==> src/rtl/f2_cmd_sched.sv <==
// f2_cmd_sched -- command scheduler for the f2 GPU 3-bit instruction bus.
//
// Turns rising edges on four button request lines (plus an optional
// auto-advance timer) into single GPU commands. Each command is driven for
// HOLD_CYCLES, followed by GAP_CYCLES of zero. After prev/next, the scheduler
// waits ANIM_CYCLES while the GPU animates the slide change.
//
// Ports:
//   sysclk       in   clock, all logic on posedge
//   rst_n        in   synchronous active-low reset
//   btn_prev     in   level request, rising edge = request (code 1)
//   btn_next     in   level request, rising edge = request (code 2)
//   btn_rotate   in   level request, rising edge = request (code 3)
//   btn_negative in   level request, rising edge = request (code 4)
//   auto_en      in   auto-advance enable (ignored unless F2_SCHED_AUTO_EN)
//   instruction  out  [2:0] registered GPU command, 0 = none
//   busy         out  registered, high while the FSM is not idle
//   pending      out  [3:0] registered queued requests {neg, rot, next, prev}
//
// Build option: define F2_SCHED_AUTO_EN to include the auto-advance timer.

module f2_cmd_sched #(
    parameter int unsigned HOLD_CYCLES = 4,
    parameter int unsigned GAP_CYCLES  = 2,
    parameter int unsigned ANIM_CYCLES = 524288,
    parameter int unsigned AUTO_PERIOD = 50000000
) (
    input  logic       sysclk,
    input  logic       rst_n,
    input  logic       btn_prev,
    input  logic       btn_next,
    input  logic       btn_rotate,
    input  logic       btn_negative,
    input  logic       auto_en,
    output logic [2:0] instruction,
    output logic       busy,
    output logic [3:0] pending
);

    localparam int unsigned HG_MAX  = (HOLD_CYCLES > GAP_CYCLES) ? HOLD_CYCLES : GAP_CYCLES;
    localparam int unsigned CNT_MAX = (HG_MAX > ANIM_CYCLES) ? HG_MAX : ANIM_CYCLES;
    localparam int unsigned CNT_W   = (CNT_MAX > 1) ? $clog2(CNT_MAX) : 1;

    localparam logic [CNT_W-1:0] HOLD_LD = CNT_W'(HOLD_CYCLES - 1);
    localparam logic [CNT_W-1:0] GAP_LD  = CNT_W'(GAP_CYCLES - 1);
    localparam logic [CNT_W-1:0] ANIM_LD = CNT_W'(ANIM_CYCLES - 1);

    typedef enum logic [1:0] {
        S_IDLE,
        S_ISSUE,
        S_GAP,
        S_ANIM
    } state_t;

    state_t           state;
    logic [CNT_W-1:0] cnt;
    logic [2:0]       code;
    logic [3:0]       btn;
    logic [3:0]       btn_q;
    logic [3:0]       edges;
    logic             grant;
    logic [2:0]       grant_code;
    logic [3:0]       clr_mask;
    logic             auto_req;
    logic [3:0]       pending_nxt;

    assign btn   = {btn_negative, btn_rotate, btn_next, btn_prev};
    assign edges = btn & ~btn_q;

    // Grant decode from the registered pending bits; only acts in IDLE.
    // A simultaneous prev+next request cancels both without issuing.
    always_comb begin
        grant      = 1'b0;
        grant_code = '0;
        clr_mask   = '0;
        if (state == S_IDLE) begin
            if (pending[0] && pending[1]) begin
                clr_mask = 4'b0011;
            end else if (pending[3]) begin
                grant      = 1'b1;
                grant_code = 3'd4;
                clr_mask   = 4'b1000;
            end else if (pending[2]) begin
                grant      = 1'b1;
                grant_code = 3'd3;
                clr_mask   = 4'b0100;
            end else if (pending[0]) begin
                grant      = 1'b1;
                grant_code = 3'd1;
                clr_mask   = 4'b0001;
            end else if (pending[1]) begin
                grant      = 1'b1;
                grant_code = 3'd2;
                clr_mask   = 4'b0010;
            end
        end
    end

    // Clear wins over a same-cycle edge on the granted bit.
    always_comb begin
        pending_nxt = (pending | edges | {2'b00, auto_req, 1'b0}) & ~clr_mask;
    end

`ifdef F2_SCHED_AUTO_EN
    localparam int unsigned        AUTO_W    = (AUTO_PERIOD > 1) ? $clog2(AUTO_PERIOD) : 1;
    localparam logic [AUTO_W-1:0]  AUTO_LAST = AUTO_W'(AUTO_PERIOD - 1);

    logic [AUTO_W-1:0] auto_cnt;
    logic              auto_run;

    assign auto_run = (state == S_IDLE) && auto_en && (pending == '0);
    assign auto_req = auto_run && (auto_cnt == AUTO_LAST);

    always_ff @(posedge sysclk) begin
        if (!rst_n || !auto_en || grant) begin
            auto_cnt <= '0;
        end else if (auto_run) begin
            auto_cnt <= auto_req ? '0 : auto_cnt + AUTO_W'(1);
        end
    end
`else
    logic unused_auto_en;
    assign unused_auto_en = auto_en;
    assign auto_req       = 1'b0;
`endif

    always_ff @(posedge sysclk) begin
        if (!rst_n) begin
            state       <= S_IDLE;
            cnt         <= '0;
            code        <= '0;
            instruction <= '0;
            busy        <= 1'b0;
            pending     <= '0;
            // Load current levels so a button held through reset is not an edge.
            btn_q       <= btn;
        end else begin
            btn_q   <= btn;
            pending <= pending_nxt;
            unique case (state)
                S_IDLE: begin
                    if (grant) begin
                        state       <= S_ISSUE;
                        code        <= grant_code;
                        cnt         <= HOLD_LD;
                        instruction <= grant_code;
                        busy        <= 1'b1;
                    end
                end
                S_ISSUE: begin
                    if (cnt == '0) begin
                        state       <= S_GAP;
                        cnt         <= GAP_LD;
                        instruction <= '0;
                    end else begin
                        cnt <= cnt - CNT_W'(1);
                    end
                end
                S_GAP: begin
                    if (cnt == '0) begin
                        if (code == 3'd1 || code == 3'd2) begin
                            state <= S_ANIM;
                            cnt   <= ANIM_LD;
                        end else begin
                            state <= S_IDLE;
                            busy  <= 1'b0;
                        end
                    end else begin
                        cnt <= cnt - CNT_W'(1);
                    end
                end
                S_ANIM: begin
                    if (cnt == '0) begin
                        state <= S_IDLE;
                        busy  <= 1'b0;
                    end else begin
                        cnt <= cnt - CNT_W'(1);
                    end
                end
            endcase
        end
    end

endmodule

==> config.mk <==
export PLATFORM = sky130hd
export DESIGN_NAME = f2_cmd_sched
export DESIGN_NICKNAME = d
export VERILOG_FILES = /design/src/rtl/f2_cmd_sched.sv
export SDC_FILE = /design/constraint.sdc
export NUM_CORES = 1
export LEC_CHECK = 0
export ABC_AREA = 1
export CORE_MARGIN = 3
export CORE_UTILIZATION = 55
export CTS_BUF_LIST = sky130_fd_sc_hd__clkbuf_2
export DETAILED_ROUTE_END_ITERATION = 16
export PLACE_DENSITY_LB_ADDON = 0.25
export SLEW_MARGIN = 20
export SYNTH_ARGS = -nofsm -noshare
export SYNTH_HDL_FRONTEND = slang
export SYNTH_SLANG_ARGS = --single-unit
==> constraint.sdc <==
create_clock -name sysclk -period 1.83 [get_ports sysclk]
set_input_delay 0.4575 -clock sysclk [delete_from_list [all_inputs] [get_ports sysclk]]
set_output_delay 0.4575 -clock sysclk [all_outputs]
set_load 0.03 [all_outputs]
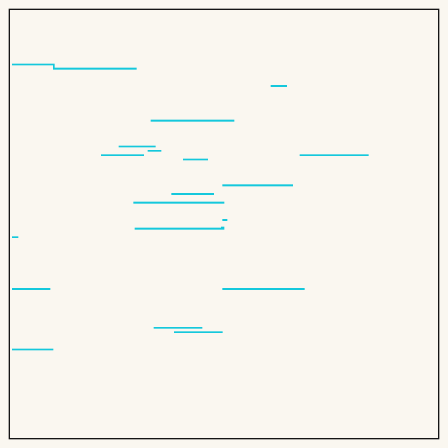
**Above:** run 1 (the metal 3 layer).
main direction: horizontal
longest straight run: 14.0 um
share of all routed wire: 3.5%
Via Count: 1934
global-route track usage on met3: 0.0649
final wirelength: 4300 um

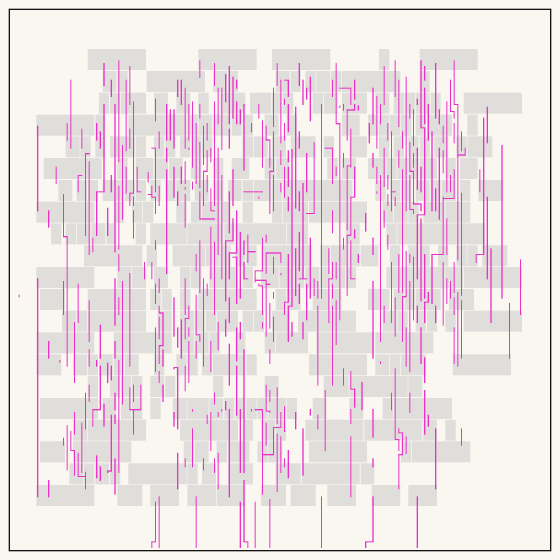
**Above:** run 1 (M2 wires).
Cells faint in the background.
share of all routed wire: 46%
main direction: vertical
GR met2 Demand/Resource: 0.326

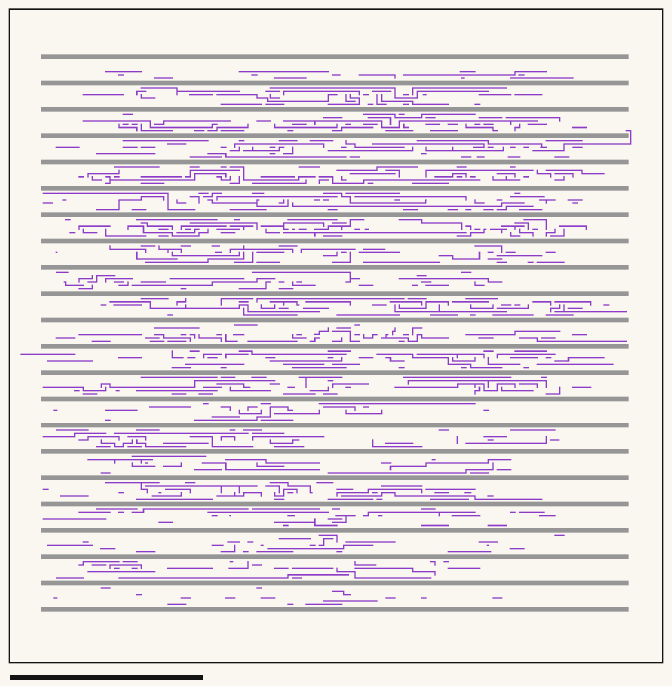
**Above:** run 1 (signal wires on met1).
The bar under the picture is 20 um long. Supply wires on this layer in gray.
nets with wire on the layer: 311
main direction: horizontal
share of all routed wire: 50%
longest straight run: 21.6 um
met1 usage: 0.304

## run 1: through the flow
stage                     utilization
after global placement          0.651
after global routing            0.672
after detailed placement        0.651
final                           0.672
after CTS                       0.666
after floorplan                     -
## run 1: synthesized netlist by cell type, types with 5 or more instances
library cell  count  area [um^2]
nor2_1           31          116
dfxtp_1          36          721
nand4_1           5         31.3
nand2_2           5         31.3
nand3b_1          5         37.5
a21oi_1          22          110
nand3_1          28          140
a21oi_2          10         87.6
nor2_2            5         31.3
o21ai_0           5         25.0
nand2_1          85          319
inv_1            34          128
## run 1: metal layers
layer	vias to the layer above	wire, um	GRT usage
met5	-	0	0
li1	1007	-	-
met1	891	2130	0.304
met4	0	41	0.0532
met2	30	1980	0.326
met3	6	148	0.0649
==> qor.yml, run 1 <==
status: "finished, final reports clean"
r2r_cells: 10
first_iter_violations: 163
vias_per_cell: 5.28
worstHoldStart: "instruction[0]$_SDFFE_PN0P_"
synthToLayoutAreaGrowth_pct: 12.4
cp_top_family: "flip-flops"
layout_min_cycle_time_ns: 1.71
tap_cells: 46
dpl.hpwl_um: 3070
largestClassByArea: "multi-input combinational cells"
crit_slowest_cell: "dfxtp_1"
rsz0062_at_grt: "no"
maxSlewViolCount: 0
post-cts-setup-buffers: 0
path_cells: "dlygate4sd2_1"
regMostFlops: "cnt"
hold_depth: 2
clkLatencyLatePin_ns: 0.38
combGateArea_mm2: 0.00117
ys_warn_count: 0
synth_cell_types: 29
critPathBufInv: 1
crit_path_max_fanout: 6
ff_type: "dfxtp_1"
ios: 15
final-clk-cell-share: 0.0268
min-delay-path-class: "reg2reg"
edf_count: 0
grt_first_pass_wirelength_um: 7490
critPathArrivalTime_ns: 1.26
worstReg2RegStart: "cnt[0]$_SDFFE_PN0P_"
lay_top_count: "nand2_1"
drcViolationCount: 0
synthAoiAreaFrac: 0.119
portBuffers: 13
slew_headroom: 0.719
flop_area_um2: 721
syn_inst: 302
clock_skew_ns: 0.0143
grt_max_degree: 32
fp_util: 0.598
nNonClkBuffers: 17
rr_endpoint: "cnt[18]$_SDFFE_PN0P_"
path_clk_slew_ns: 0.17
maxCapViolations: 0
xor_area_frac: 0.0211
num_rows: 21
worstSetupStartpointType: "flop"
worst-path-stages: 1
drive_above_1_share: 0.125
num-multi-input-gates: 224
async_flop_share: 0
fmaxAchievable_mhz: 584
fillers: 323
top_logic_kind: "simple AND/OR/NAND/NOR gates"
bufAreaShareNonClock: 0.0811
postRouteAntennaNets: 0
dieArea_mm2: 0.00454
root_buffer: "clkbuf_2"
syn_area_per_cell_um2: 6.87
sh_seq_area: 0.309
grtUsageTotal: 0.217
yosysChipArea_mm2: 0.00207
worst_ep_required_time_ns: 1.37
htree_levels: 2
ys_seq_frac: 0.348
grt_antenna_before_repair: 0
nClkBuffers: 5
simple_gate_share: 0.403
wl_per_cell_um: 11.7
comb-cell-share: 0.502
syn-cell-area_mm2: 0.00207
worst_hold_slack_ns: 0.473
cts_tree: "built"
==> run 2: changes to the inputs <==
CTS_CLUSTER_DIAMETER = 100   (was unset)
PLACE_DENSITY = 0.71   (was unset)
PLACE_DENSITY_LB_ADDON = unset   (was 0.25)
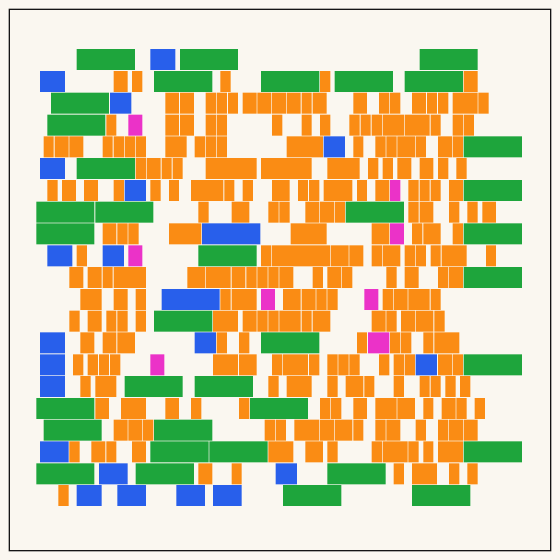
**Above:** run 2 (cell classes on the final placement).
legend:
  orange:
    class: combinational and other logic
    cells: 259
  magenta:
    class: clock drivers and dummy loads
    cells: 8
  blue:
    class: other buffers and delay cells
    cells: 22
  green:
    class: flops
    cells: 36
final instance area: 0.00232 mm^2
Seq area share: 0.310

==> run 2 against run 1 <==
  * Synthesized cell count unchanged
  * First-iteration DRC count fell by 9.2%
  * Global-route usage fell by 0.080 points
  * Critical path depth unchanged
  * Highest routed layer unchanged
==> qor.yml, run 2 <==
maxSlewViolCount: 0  # unchanged
min-delay-path-class: "reg2reg"  # unchanged
worstHoldStart: "busy$_SDFFE_PN0P_"  # was instruction[0]$_SDFFE_PN0P_
syn-cell-area_mm2: 0.00207  # unchanged
flop_area_um2: 721  # unchanged
syn_area_per_cell_um2: 6.87  # unchanged
cp_top_family: "flip-flops"  # unchanged
top_logic_kind: "simple AND/OR/NAND/NOR gates"  # unchanged
largestClassByArea: "multi-input combinational cells"  # unchanged
final_cell_mix: "nand2_1, dfxtp_1, inv_1"  # unchanged
path_clk_slew_ns: 0.18  # was 0.17 ns
area_leaders: "dfxtp_1, nand2_1, nand3_1"  # unchanged
tap_cells: 46  # unchanged
vias_per_cell: 5.07  # was 5.28
crit_path_max_fanout: 7  # was 6
drive_above_1_share: 0.138  # was 0.125
portBuffers: 13  # unchanged
synth_cell_types: 29  # unchanged
worstReg2RegStart: "cnt[0]$_SDFFE_PN0P_"  # unchanged
lay_top_count: "nand2_1"  # unchanged
r2r_cells: 10  # unchanged
combGateArea_mm2: 0.00116  # was 0.00117 mm^2
critPathArrivalTime_ns: 1.26  # about the same
fin_util: 0.670  # was 0.672
post-cts-setup-buffers: 0  # unchanged
clkLatencyLatePin_ns: 0.38  # about the same
path_cells: "dlygate4sd2_1"  # unchanged
bufAreaShareNonClock: 0.0915  # was 0.0811
num_antenna_cells: 0  # unchanged
ys_seq_frac: 0.348  # unchanged
largest_reg_flops: 19  # unchanged
synthToLayoutAreaGrowth_pct: 12.1  # was 12.4%
top_area_cell: "dfxtp_1"  # unchanged
status: "finished, final reports clean"  # unchanged
grtUsageTotal: 0.216  # was 0.217
syn_inst: 302  # unchanged
first_iter_violations: 148  # was 163
wl_per_cell_um: 11.0  # was 11.7 um
top_cells_by_count: "nand2_1, dfxtp_1, inv_1, nor2_1, nand3_1"  # unchanged
synthMuxAreaShare: 0  # unchanged
cts_tree: "built"  # unchanged
ys_warn_count: 0  # unchanged
crit_slowest_cell: "dfxtp_1"  # unchanged
ff_type: "dfxtp_1"  # unchanged
regMostFlops: "cnt"  # unchanged
fillers: 334  # was 323
rr_endpoint: "cnt[14]$_SDFFE_PN0P_"  # was cnt[18]$_SDFFE_PN0P_
critPathBufInv: 1  # unchanged
htree_levels: 2  # unchanged
worstSetupStartpointType: "flop"  # unchanged
grt_first_pass_wirelength_um: 7580  # was 7490 um
comb-cell-share: 0.499  # was 0.502
dieArea_mm2: 0.00454  # unchanged
xor_area_frac: 0.0211  # unchanged
postRouteAntennaNets: 0  # unchanged
fp_util: 0.598  # unchanged
cp-endpoint: "pending[0]"  # was pending[3]
nClkBuffers: 6  # was 5
num-multi-input-gates: 224  # unchanged
synthAoiAreaFrac: 0.119  # unchanged
edf_count: 0  # unchanged
simple_gate_share: 0.403  # unchanged
yosysChipArea_mm2: 0.00207  # unchanged
slew_headroom: 0.789  # was 0.719
worst_ep_required_time_ns: 1.37  # about the same
root_buffer: "clkbuf_2"  # unchanged
routed_wl_um: 4090  # was 4300 um
fmaxAchievable_mhz: 582  # was 584 MHz
async_flop_share: 0  # unchanged
rsz0062_at_grt: "no"  # unchanged
worst_hold_slack_ns: 0.469  # was 0.473 ns
hold_depth: 2  # unchanged
layout_min_cycle_time_ns: 1.72  # was 1.71 ns
grt_antenna_before_repair: 0  # unchanged
maxCapViolations: 0  # unchanged
dpl.hpwl_um: 3130  # was 3070 um
nNonClkBuffers: 22  # was 17
dr_total_vias: 1882  # was 1934
[run 2: cell counts after synthesis]
No cell type changed its count.
[run 2: routing by layer]
layer,GRT usage,up-vias,routed length (um)
met2,0.373,22,1910
met3,0.0399,7,118
met4,0.0709,0,60
met1,0.271,837,2010
met5,0,-,0
li1,-,1016,-
[run 2: timing repair]
item,CTS,global route
setup endpoints to repair,8,12
gates resized,8,2
gates cloned,0,0
[run 2: worst min-delay path, stage by stage, from the launching register on]
cell and delay (ns):
dfxtp_1 0.34, nand2_1 0.06, a21oi_1 0.05
